==> config.mk <==
export PLATFORM = sky130hd
export DESIGN_NAME = pipe_stage_buf
export DESIGN_NICKNAME = d
export VERILOG_FILES = /design/src/rtl/pipe_pkg.sv /design/src/rtl/pipe_slot.sv /design/src/rtl/pipe_stage_buf.sv
export SDC_FILE = /design/constraint.sdc
export NUM_CORES = 1
export LEC_CHECK = 0
export CAP_MARGIN = 20
export CORE_ASPECT_RATIO = 0.9
export CORE_MARGIN = 3
export CORE_UTILIZATION = 45
export DETAILED_ROUTE_END_ITERATION = 8
export PLACE_DENSITY_LB_ADDON = 0.15
export SYNTH_ARGS = -nofsm -noshare
export SYNTH_HDL_FRONTEND = slang
export SYNTH_SLANG_ARGS = --single-unit
==> constraint.sdc <==
create_clock -name clk_i -period 1.85 [get_ports clk_i]
set_clock_uncertainty 0.2 [all_clocks]
set_input_delay 0.185 -clock clk_i [delete_from_list [all_inputs] [get_ports clk_i]]
set_output_delay 0.185 -clock clk_i [all_outputs]
set_load 0.03 [all_outputs]
==> src/rtl/pipe_pkg.sv <==
// Shared definitions for the inter-stage pipeline buffers: occupancy codes,
// default stage-boundary widths and payload field offsets for instantiators.
package pipe_pkg;

   localparam logic [1:0] OCC_EMPTY = 2'd0;
   localparam logic [1:0] OCC_ONE   = 2'd1;
   localparam logic [1:0] OCC_FULL  = 2'd2;

   localparam int unsigned IFID_DATA_W  = 64;
   localparam int unsigned IFID_CTRL_W  = 4;
   localparam int unsigned IDEX_DATA_W  = 128;
   localparam int unsigned IDEX_CTRL_W  = 8;
   localparam int unsigned EXMEM_DATA_W = 128;
   localparam int unsigned EXMEM_CTRL_W = 8;
   localparam int unsigned MEMWB_DATA_W = 64;
   localparam int unsigned MEMWB_CTRL_W = 4;

   // EX/MEM payload layout: {rd, pc, store data, alu result}
   localparam int unsigned EXMEM_ALU_LSB   = 0;
   localparam int unsigned EXMEM_STORE_LSB = 32;
   localparam int unsigned EXMEM_PC_LSB    = 64;
   localparam int unsigned EXMEM_RD_LSB    = 96;

   typedef enum logic [1:0] {
      StEmpty = 2'd0,
      StOne   = 2'd1,
      StFull  = 2'd2
   } pipe_state_e;

   function automatic logic [1:0] state_occ(input pipe_state_e st);
      logic [1:0] occ;
      case (st)
         StOne:   occ = OCC_ONE;
         StFull:  occ = OCC_FULL;
         default: occ = OCC_EMPTY;
      endcase
      return occ;
   endfunction

endpackage

==> src/rtl/pipe_slot.sv <==
// One pipeline entry: valid flag plus payload and control, loaded or cleared
// by the owning state machine. Payload is retained when the entry is cleared.
module pipe_slot #(
   parameter int unsigned DATA_W = 32,
   parameter int unsigned CTRL_W = 8
) (
   input  logic              clk_i,
   input  logic              rst_ni,
   input  logic              load_i,
   input  logic              clear_i,
   input  logic [DATA_W-1:0] data_i,
   input  logic [CTRL_W-1:0] ctrl_i,
   output logic              valid_o,
   output logic [DATA_W-1:0] data_o,
   output logic [CTRL_W-1:0] ctrl_o
);

   logic              valid_q, valid_d;
   logic [DATA_W-1:0] data_q, data_d;
   logic [CTRL_W-1:0] ctrl_q, ctrl_d;

   always_comb begin
      valid_d = valid_q;
      data_d  = data_q;
      ctrl_d  = ctrl_q;
      if (load_i) begin
         valid_d = 1'b1;
         data_d  = data_i;
         ctrl_d  = ctrl_i;
      end else if (clear_i) begin
         valid_d = 1'b0;
      end
   end

   always_ff @(posedge clk_i or negedge rst_ni) begin
      if (!rst_ni) begin
         valid_q <= 1'b0;
         data_q  <= '0;
         ctrl_q  <= '0;
      end else begin
         valid_q <= valid_d;
         data_q  <= data_d;
         ctrl_q  <= ctrl_d;
      end
   end

   assign valid_o = valid_q;
   assign data_o  = data_q;
   assign ctrl_o  = ctrl_q;

endmodule

==> src/rtl/pipe_stage_buf.sv <==
// Valid/ready pipeline stage register with optional 2-entry skid buffer,
// synchronous flush and bubble control gating.
module pipe_stage_buf
   import pipe_pkg::*;
#(
   parameter int unsigned DATA_W = 32,
   parameter int unsigned CTRL_W = 8,
   parameter int unsigned SKID   = 1
) (
   input  logic              clk_i,
   input  logic              rst_ni,
   input  logic              flush_i,
   input  logic              in_valid_i,
   output logic              in_ready_o,
   input  logic [DATA_W-1:0] in_data_i,
   input  logic [CTRL_W-1:0] in_ctrl_i,
   output logic              out_valid_o,
   input  logic              out_ready_i,
   output logic [DATA_W-1:0] out_data_o,
   output logic [CTRL_W-1:0] out_ctrl_o,
   output logic [1:0]        occ_o
);

   pipe_state_e st_q, st_d;
   logic        in_ready_q, in_ready_d;
   logic        accept, consume;
   logic        head_load, head_clear, head_from_skid, skid_load, skid_clear;
   logic        head_valid, skid_valid;

   logic [DATA_W-1:0] head_data, skid_data, head_in_data;
   logic [CTRL_W-1:0] head_ctrl, skid_ctrl, head_in_ctrl;

   // Without a skid entry the stage can only take data when the head drains.
   assign in_ready_o = (SKID != 0) ? in_ready_q : (!head_valid || out_ready_i);
   assign accept     = in_valid_i && in_ready_o;
   assign consume    = head_valid && out_ready_i;

   always_comb begin
      st_d           = st_q;
      head_load      = 1'b0;
      head_clear     = 1'b0;
      head_from_skid = 1'b0;
      skid_load      = 1'b0;
      skid_clear     = 1'b0;
      if (flush_i) begin
         st_d       = StEmpty;
         head_clear = 1'b1;
         skid_clear = 1'b1;
      end else begin
         unique case (st_q)
            StEmpty: begin
               if (accept) begin
                  head_load = 1'b1;
                  st_d      = StOne;
               end
            end
            StOne: begin
               if (accept && consume) begin
                  head_load = 1'b1;
               end else if (accept) begin
                  skid_load = 1'b1;
                  st_d      = StFull;
               end else if (consume) begin
                  head_clear = 1'b1;
                  st_d       = StEmpty;
               end
            end
            StFull: begin
               if (consume) begin
                  head_load      = 1'b1;
                  head_from_skid = 1'b1;
                  skid_clear     = 1'b1;
                  st_d           = StOne;
               end
            end
            default: st_d = StEmpty;
         endcase
      end
      in_ready_d = (st_d != StFull);
   end

   always_ff @(posedge clk_i or negedge rst_ni) begin
      if (!rst_ni) begin
         st_q       <= StEmpty;
         in_ready_q <= 1'b1;
      end else begin
         st_q       <= st_d;
         in_ready_q <= in_ready_d;
      end
   end

   assign head_in_data = head_from_skid ? skid_data : in_data_i;
   assign head_in_ctrl = head_from_skid ? skid_ctrl : in_ctrl_i;

   pipe_slot #(
      .DATA_W(DATA_W),
      .CTRL_W(CTRL_W)
   ) u_head (
      .clk_i  (clk_i),
      .rst_ni (rst_ni),
      .load_i (head_load),
      .clear_i(head_clear),
      .data_i (head_in_data),
      .ctrl_i (head_in_ctrl),
      .valid_o(head_valid),
      .data_o (head_data),
      .ctrl_o (head_ctrl)
   );

   pipe_slot #(
      .DATA_W(DATA_W),
      .CTRL_W(CTRL_W)
   ) u_skid (
      .clk_i  (clk_i),
      .rst_ni (rst_ni),
      .load_i (skid_load),
      .clear_i(skid_clear),
      .data_i (in_data_i),
      .ctrl_i (in_ctrl_i),
      .valid_o(skid_valid),
      .data_o (skid_data),
      .ctrl_o (skid_ctrl)
   );

   assign out_valid_o = head_valid;
   assign out_data_o  = head_data;
   assign out_ctrl_o  = head_valid ? head_ctrl : '0;
   assign occ_o       = state_occ(st_q);

endmodule

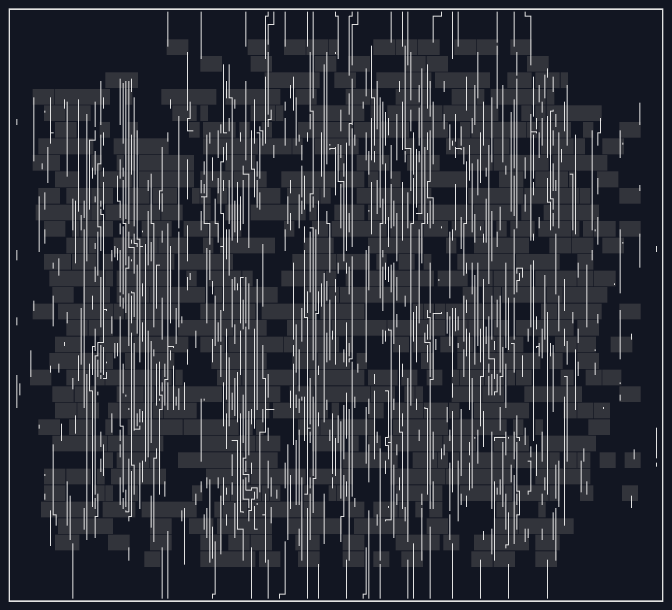
*The metal 2 layer, run 1*
Cells faint in the background.
nets with wire on the layer: 453
main direction: vertical
longest straight run: 35.7 µm
wire length on this layer: 4970 µm
Via Count: 3203
total wire length: 10.5 mm
M2 GR Usage: 0.305

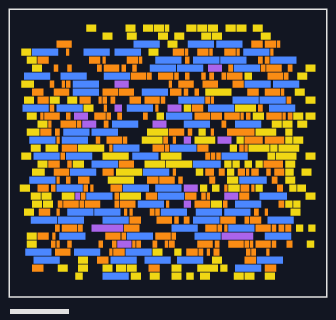
*Placement by cell class, run 1*
Bar = 20 µm.
| class | colour | cells | share of their area |
|---|---|---|---|
| combinational and other logic | orange | 232 | 33% |
| clock drivers and dummy loads | purple | 16 | 4.0% |
| other buffers and delay cells | yellow | 131 | 26% |
| flops | blue | 84 | 37% |

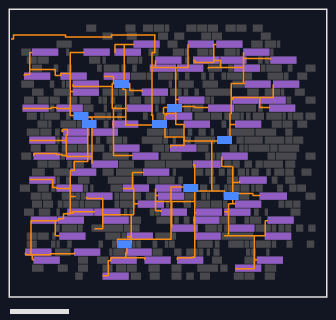
*Clock distribution, run 1*
Bar = 20 µm.
[clock wires] orange | length: 1020 µm
[flip-flops] purple | count: 84
[clock drivers] blue | count: 9
flops lie: widely spread
routed clock nets: 10

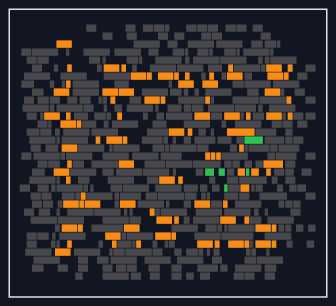
*Gate-type map, run 1*
| family | colour | cells | most used |
|---|---|---|---|
| inverting AOI/OAI gates | orange | 90 | a21oi_1 |
| NAND gates | green | 5 | nand2_1 |

==> impl_metrics.csv, run 1 <==
group,metric,value,unit
outcome,status,"finished clean",
detailed_routing,dr.first_iter.drc_count,131,
clock_network,clk_pin_slew,0.09,ns
floorplan,num_io_pins,89,
floorplan,core_area,8770,µm²
worst_setup_path,r2r-end,"u_head.data_o[15]",
logic_synthesis,synthArstFlopShare,1.00,
floorplan,fp_util,0.475,
placed_design,port_buffers,88,
power,p_int,4.43,mW
clock_network,clkLatencyLatePin,0.35,ns
logic_synthesis,synth.distinct_cells,27,
power,clkPwrFrac,0.223,
logic_synthesis,yosys.area.top_type,"dfrtp_1",
timing,setup_viol,0,
worst_setup_path,cp.buffers_inverters,3,
worst_setup_path,start_kind,"flip-flop",
final_layout,largest_cell_class,"registers",
power,p_comb,2.29,mW
final_layout,flops,84,
final_layout,post-route-util,0.661,
global_routing,grt_pass1_vias,3266,
timing,rsz0062_at_grt,"yes",
final_layout,finalInstanceArea,5800,µm²
detailed_routing,detail-route-antenna-nets,0,
final_layout,clock_area_frac,0.0388,
power,p_clk,1.47,mW
detailed_routing,wl_met2,4.97,mm
global_routing,grt_max_degree,61,
final_layout,final_cell_mix,"dfrtp_1, clkdlybuf4s50_1, a21oi_1",
clock_network,cts_buffers,9,
job,warnings,28,
worst_setup_path,end_kind,"flip-flop",
worst_setup_path,cp.depth,6,
final_layout,fin_nets,503,
worst_setup_path,crit_required,1.92,ns
logic_synthesis,yosys_warnings,0,
power,p_sw,2.14,mW
timing,finalMaxSlewViolations,0,
power,top_power_group,"registers",
logic_synthesis,top_cell,"dfrtp_1",
global_routing,grt-busiest-layer,"met2",
placed_design,dp.cells,552,
logic_synthesis,ys_chip_area,4160,µm²
logic_synthesis,ys_top_cells_by_area,"dfrtp_1, a221oi_2, mux2_2, a21oi_1, nor3_1",
worst_setup_path,rrSetupSlack,0.005,ns
worst_hold_path,hold_path_class,"in -> async",
timing,period_used_share,0.997,
final_layout,logic_area,1700,µm²
worst_setup_path,crit_arrival,1.91,ns
worst_setup_path,path_max_fanout,9,
timing,worst_pin_slew,0.344,ns
logic_synthesis,top_cell_area_share,0.499,
logic_synthesis,numSynthFlops,84,
logic_synthesis,synth_cells,347,
detailed_routing,wire_per_inst,18.0,µm
power,power.total,6.57,mW
detailed_routing,wl_met1,4.78,mm
clock_network,cts_resized,3,
timing,max_freq,542,MHz
floorplan,die_width,107,µm
worst_setup_path,cpPeakStageDelay,0.54,ns
logic_synthesis,aoi_share,0.217,
final_layout,fill_cells,685,
power,leakage,2.51,nW
final_layout,mostFrequentLayoutCell,"dfrtp_1",
floorplan,fp-row-count,32,
logic_synthesis,synth-simple-area-share,0.0802,
final_layout,inv_count,43,
logic_synthesis,adder_share,0,
placed_design,gp_congestion,0.811,
power,p_per_area,1130,nW/µm²
clock_network,htree_levels,3,
power,irDropWorstVdd,0.581,mV
clock_network,clockBufferDepth,2,
logic_synthesis,xor_share,0,
final_layout,area_share_nonclk_buffers,0.252,
placed_design,dp_worst_setup_slack,-0.154,ns
worst_setup_path,crit_family,"flip-flops",
clock_network,ctsHoldBuffers,1,
worst_setup_path,reg2reg_depth,6,
floorplan,dieArea,10400,µm²
logic_synthesis,synth_area_per_cell,12.0,µm²
timing,hold_ws,0.0656,ns
worst_setup_path,crit_chain,"and3b_2, buf_4, buf_12, clkbuf_16, a21oi_1, a221oi_2",
logic_synthesis,top_logic_kind,"AND-OR/OR-AND gates",
clock_network,cts_tree,"done",
final_layout,comb_share,0.293,
clock_network,cts-root-buf,"clkbuf_8",
power,comb_power_share,0.349,
floorplan,tap_cells,119,
==> run 2, diff against run 1 <==
--- a/config.mk
+++ b/config.mk
@@ -6,9 +6,11 @@
 export NUM_CORES = 1
 export LEC_CHECK = 0
 export CAP_MARGIN = 20
+export CELL_PAD_IN_SITES_DETAIL_PLACEMENT = 0
+export CELL_PAD_IN_SITES_GLOBAL_PLACEMENT = 1
 export CORE_ASPECT_RATIO = 0.9
 export CORE_MARGIN = 3
-export CORE_UTILIZATION = 45
+export CORE_UTILIZATION = 36
 export DETAILED_ROUTE_END_ITERATION = 8
 export PLACE_DENSITY_LB_ADDON = 0.15
 export SYNTH_ARGS = -nofsm -noshare
==> impl_metrics.csv, run 2 <==
group,metric,value,unit
final_layout,final_cell_mix,"dfrtp_1, clkdlybuf4s50_1, a21oi_1",
job,drv_cap,0,
detailed_routing,wire_per_inst,18.2,µm
detailed_routing,dr.first_iter.drc_count,133,
detailed_routing,top_layer_used,"met4",
power,top_power_group,"registers",
placed_design,place_area,5310,µm²
worst_hold_path,hold_end,"st_q[0]",
logic_synthesis,top_logic_kind,"AND-OR/OR-AND gates",
clock_network,cts-root-buf,"clkbuf_16",
logic_synthesis,synthArstFlopShare,1.00,
worst_setup_path,reg2reg_depth,5,
final_layout,logic_area,1700,µm²
detailed_routing,drc,0,
worst_setup_path,crit_family,"flip-flops",
logic_synthesis,yosys_warnings,0,
logic_synthesis,yosys.area.top_type,"dfrtp_1",
global_routing,grt-busiest-layer,"met2",
worst_hold_path,hold_path_class,"in -> reg",
worst_setup_path,crit_required,1.86,ns
logic_synthesis,synthFlopType,"dfrtp_1",
final_layout,final_cells,604,
outcome,violations,"negative setup slack",
placed_design,gp_congestion,0.750,
detailed_routing,viasPerCell,5.13,
global_routing,grt_pass1_vias,3241,
power,power.total,6.82,mW
timing,hold_ws,0.0643,ns
placed_design,port_buffers,88,
timing,finalMaxSlewViolations,0,
floorplan,tap_cells,152,
timing,worst_pin_slew,0.377,ns
final_layout,seq_area,2100,µm²
worst_setup_path,cp.depth,5,
placed_design,dp.cells,581,
timing,rsz0062_at_grt,"yes",
floorplan,num_io_pins,89,
power,clkPwrFrac,0.256,
detailed_routing,detail-route-antenna-nets,0,
power,p_comb,2.27,mW
detailed_routing,wl_met2,5.17,mm
global_routing,grt_max_degree,41,
power,p_per_area,1190,nW/µm²
logic_synthesis,syn-num-nets,392,
logic_synthesis,ys_chip_area,4160,µm²
floorplan,die_width,119,µm
power,p_clk,1.74,mW
clock_network,htree_levels,3,
clock_network,clockBufferDepth,2,
final_layout,fill_cells,1020,
clock_network,clk_pin_slew,0.06,ns
clock_network,cts_tree,"done",
final_layout,fin_nets,493,
timing,setup_viol,34,
worst_setup_path,r2r_start,"in_ready_o",
logic_synthesis,numSynthFlops,84,
floorplan,fp_util,0.377,
worst_setup_path,cpPeakStageDelay,0.54,ns
logic_synthesis,synth-simple-area-share,0.0802,
floorplan,dieArea,12900,µm²
final_layout,clock_area_frac,0.0493,
final_layout,nNonClkBuffers,121,
final_layout,inv_count,43,
detailed_routing,drt_first_pass_iters,4,
logic_synthesis,synth_area_per_cell,12.0,µm²
logic_synthesis,adder_share,0,
detailed_routing,met3WireLength,406,µm
global_routing,grt_usage,0.172,
logic_synthesis,aoi_share,0.217,
final_layout,comb_share,0.296,
timing,max_freq,532,MHz
final_layout,largest_cell_class,"registers",
placed_design,dp_worst_setup_slack,-0.169,ns
worst_setup_path,path_max_fanout,6,
detailed_routing,wl_met1,5.28,mm
logic_synthesis,top_cell,"dfrtp_1",
worst_setup_path,r2r-end,"u_skid.ctrl_o[0]",
logic_synthesis,ys_top_cells_by_area,"dfrtp_1, a221oi_2, mux2_2, a21oi_1, nor3_1",
power,leakage,2.44,nW
global_routing,met1_usage,0.242,
power,p_sw,2.18,mW
worst_hold_path,worstHoldStart,"flush_i",
worst_setup_path,rrSetupSlack,-0.03,ns
clock_network,clkLatencyLatePin,0.33,ns
timing,hold_violations,0,
worst_setup_path,crit_chain,"and3b_2, buf_12, nand3_4, buf_4, mux2_2",
worst_setup_path,cp.buffers_inverters,2,
final_layout,area_share_nonclk_buffers,0.227,
global_routing,use_met3,0.0314,
final_layout,mostFrequentLayoutCell,"dfrtp_1",
logic_synthesis,synth_area,4160,µm²
clock_network,cts_resized,4,
power,seqPwrFrac,0.412,
power,irDropWorstVdd,0.491,mV
worst_setup_path,crit_arrival,1.89,ns
clock_network,clock_sink_count,84,
clock_network,post_cts_buffers,2,
logic_synthesis,synth_cells,347,
timing,finalWorstSetupSlack,-0.0294,ns
timing,period_used_share,1.02,
logic_synthesis,synth.distinct_cells,27,
worst_hold_path,hold_depth,2,
power,comb_power_share,0.333,
final_layout,logic_gate_count,189,
power,p_int,4.64,mW
outcome,status,"complete, but fails checks",
clock_network,ctsHoldBuffers,1,
logic_synthesis,top_cell_area_share,0.499,
global_routing,antenna_found_initial,0,
clock_network,cts_buffers,9,
logic_synthesis,ys_cells,347,
logic_synthesis,xor_share,0,
worst_setup_path,start_kind,"flip-flop",
logic_synthesis,synth.top_cells.by_count,"dfrtp_1, a21oi_1, inv_1",
worst_setup_path,end_kind,"flip-flop",
power,powerSeq,2.81,mW
job,warnings,27,
final_layout,final_layout_size_suffix_gt1_frac,0.321,
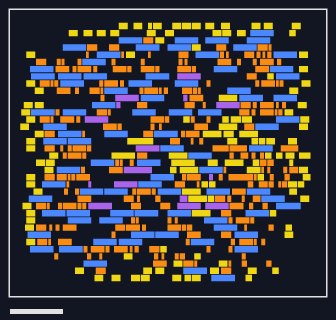
*Placement by cell class, run 2*
Bar = 20 µm.
| class | colour | cells | share of their area |
|---|---|---|---|
| combinational and other logic | orange | 232 | 33% |
| other buffers and delay cells | yellow | 121 | 24% |
| clock drivers and dummy loads | purple | 15 | 5.1% |
| flops | blue | 84 | 38% |
core outline area: 11000 µm²
post-route cell area: 5740 µm²
Core Rows: 36
post-layout util: 0.520

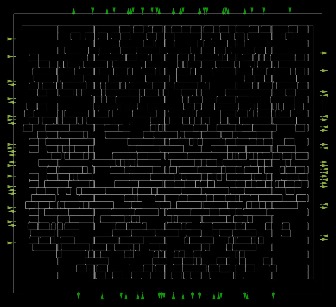
*Placement view, run 2*
Seq cells: 84
Seq area share: 0.366

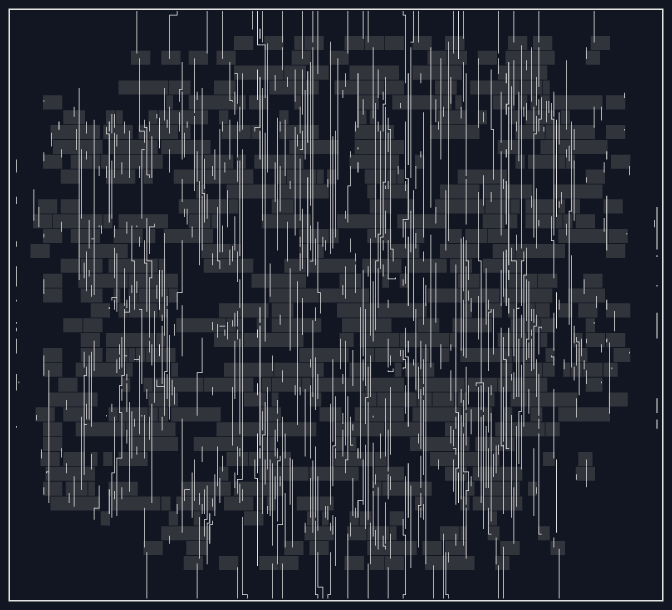
*The metal 2 layer, run 2*
Cells faint in the background.
share of all routed wire: 47%
wire length on this layer: 5170 µm
longest straight run: 60.3 µm
total wire length: 11.0 mm
Via Count: 3096
M2 GR Usage: 0.272

==> run 3, diff against run 2 <==
--- a/config.mk
+++ b/config.mk
@@ -10,9 +10,11 @@
 export CELL_PAD_IN_SITES_GLOBAL_PLACEMENT = 1
 export CORE_ASPECT_RATIO = 0.9
 export CORE_MARGIN = 3
-export CORE_UTILIZATION = 36
+export CORE_UTILIZATION = 38
 export DETAILED_ROUTE_END_ITERATION = 8
+export GPL_ROUTABILITY_DRIVEN = 0
 export PLACE_DENSITY_LB_ADDON = 0.15
 export SYNTH_ARGS = -nofsm -noshare
 export SYNTH_HDL_FRONTEND = slang
+export SYNTH_HIERARCHICAL = 1
 export SYNTH_SLANG_ARGS = --single-unit
==> impl_metrics.csv, run 3 <==
group,metric,value,unit
final_layout,largest_cell_class,"registers",
global_routing,use_met3,0.0408,
global_routing,grt_pass1_vias,2593,
worst_hold_path,hold_path_class,"in -> async",
clock_network,cts_tree,"done",
clock_network,clockBufferDepth,2,
detailed_routing,wl_met1,4.74,mm
final_layout,n_antenna_cell,0,
power,switching_share,0.295,
floorplan,dieArea,12300,µm²
placed_design,port_buffers,88,
power,p_sw,2.10,mW
outcome,violations,"negative setup slack",
global_routing,grt_pass1_wl,13.8,mm
final_layout,logic_gate_count,147,
timing,rsz0062_at_grt,"yes",
global_routing,grt_usage,0.146,
power,leakage,2.59,nW
floorplan,core_area,10500,µm²
timing,finalMaxSlewViolations,0,
final_layout,fill_cells,879,
final_layout,logic_area,1890,µm²
worst_setup_path,crit_chain,"nand2_2, or3_4, a21oi_4, buf_4, buf_12, mux2_4",
worst_setup_path,crit_family,"flip-flops",
power,seqPwrFrac,0.396,
placed_design,place_area,5240,µm²
floorplan,num_io_pins,89,
final_layout,finalInstanceArea,5890,µm²
timing,setup_viol,85,
timing,max_freq,481,MHz
final_layout,sh_seq_area,0.357,
final_layout,inv_count,1,
clock_network,clk_pin_slew,0.06,ns
clock_network,post_cts_buffers,10,
clock_network,cts_buffers,9,
detailed_routing,detail-route-antenna-nets,0,
global_routing,grt-busiest-layer,"met1",
detailed_routing,drt_first_pass_iters,4,
clock_network,cts-root-buf,"clkbuf_16",
power,top_power_group,"registers",
worst_setup_path,cp.depth,6,
final_layout,area_share_nonclk_buffers,0.243,
power,comb_power_share,0.351,
logic_synthesis,synth_area,4190,µm²
worst_setup_path,crit_arrival,2.10,ns
timing,worst_pin_slew,0.364,ns
timing,post-route-min-period,2.08,ns
power,powerSeq,2.82,mW
worst_setup_path,cpPeakStageDelay,0.54,ns
floorplan,die_width,117,µm
global_routing,grt_overflow,0,
clock_network,ctsHoldBuffers,1,
worst_setup_path,r2r-end,"u_head/data_o[9]",
placed_design,dp.cells,469,
final_layout,syn2layout_area_growth,40.7,%
power,power.total,7.12,mW
final_layout,nNonClkBuffers,130,
clock_network,clock_sink_count,84,
detailed_routing,dr.first_iter.drc_count,90,
clock_network,cts_resized,40,
floorplan,tap_cells,129,
worst_setup_path,end_kind,"flip-flop",
worst_setup_path,path_class,"reg -> reg",
timing,hold_ws,0.105,ns
final_layout,clock_area_frac,0.0499,
worst_setup_path,cp.buffers_inverters,2,
power,p_comb,2.50,mW
power,p_per_area,1210,nW/µm²
global_routing,met1_usage,0.216,
power,p_int,5.02,mW
global_routing,grt_max_degree,46,
logic_synthesis,synth_cells,247,
logic_synthesis,synth_area_per_cell,17.0,µm²
worst_setup_path,path_max_fanout,11,
worst_setup_path,crit_required,1.87,ns
final_layout,post-route-util,0.561,
floorplan,fp_util,0.398,
final_layout,seq_area,2110,µm²
worst_setup_path,rrSetupSlack,-0.23,ns
detailed_routing,met3WireLength,428,µm
power,irDropWorstVdd,0.635,mV
final_layout,fin_nets,418,
final_layout,final_layout_size_suffix_gt1_frac,0.516,
final_layout,flops,84,
job,warnings,29,
detailed_routing,drc,0,
clock_network,htree_levels,3,
timing,hold_violations,0,
timing,finalWorstSetupSlack,-0.230,ns
floorplan,fp-row-count,35,
detailed_routing,wl_met2,4.12,mm
logic_synthesis,yosys_warnings,6,
worst_setup_path,r2r_start,"in_ready_o",
final_layout,final_cell_mix,"dfrtp_1, mux2_4, clkdlybuf4s50_1",
detailed_routing,top_layer_used,"met4",
detailed_routing,viasPerCell,4.80,
timing,period_used_share,1.12,
outcome,status,"complete, but fails checks",
job,drv_cap,0,
detailed_routing,wire_per_inst,18.5,µm
worst_setup_path,start_kind,"flip-flop",
placed_design,dp_worst_setup_slack,-0.470,ns
global_routing,antenna_found_initial,0,
logic_synthesis,syn-num-nets,292,
worst_setup_path,reg2reg_depth,6,
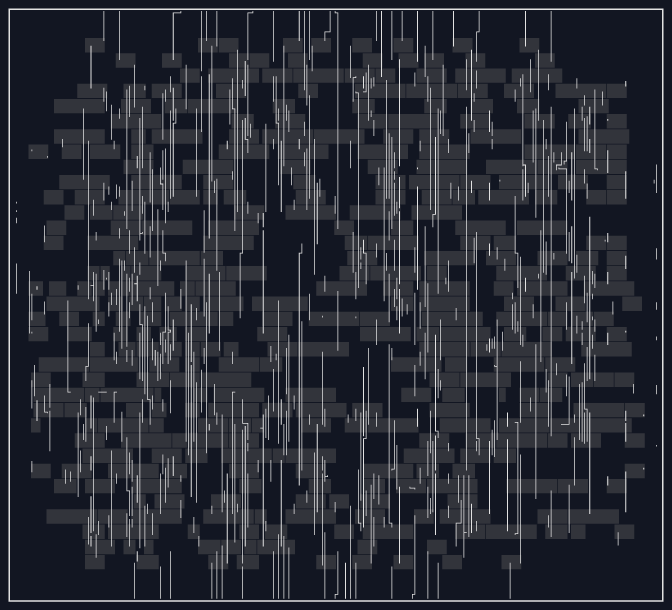
*The metal 2 layer, run 3*
Cells faint in the background.
wire length on this layer: 4120 µm
share of all routed wire: 44%
nets with wire on the layer: 384
main direction: vertical
longest straight run: 64.9 µm
M2 GR Usage: 0.208
Via Count: 2433
total wire length: 9.37 mm

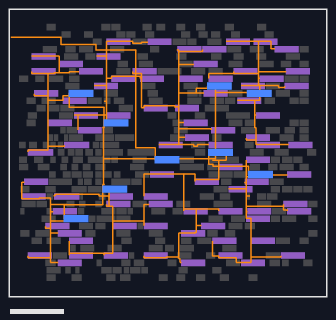
*Clock distribution, run 3*
Bar = 20 µm.
[clock wires] orange | length: 1150 µm
[clock drivers] blue | count: 9
[flip-flops] purple | count: 84
routed clock nets: 10
flops lie: widely spread
Late-Pin Clk Latency: 0.33 ns
P_clk: 1.80 mW
clock power share: 0.253

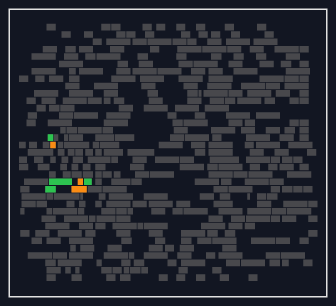
*Gate-type map, run 3*
| family | colour | cells |
|---|---|---|
| NAND gates | green | 4 |
| inverting AOI/OAI gates | orange | 3 |
non-filler instance count after layout: 507
fraction of area in multi-input gates: 0.321
most numerous logic cell after layout: dfrtp_1

Power figures rest on the tool's default switching activity, not on a simulated workload.
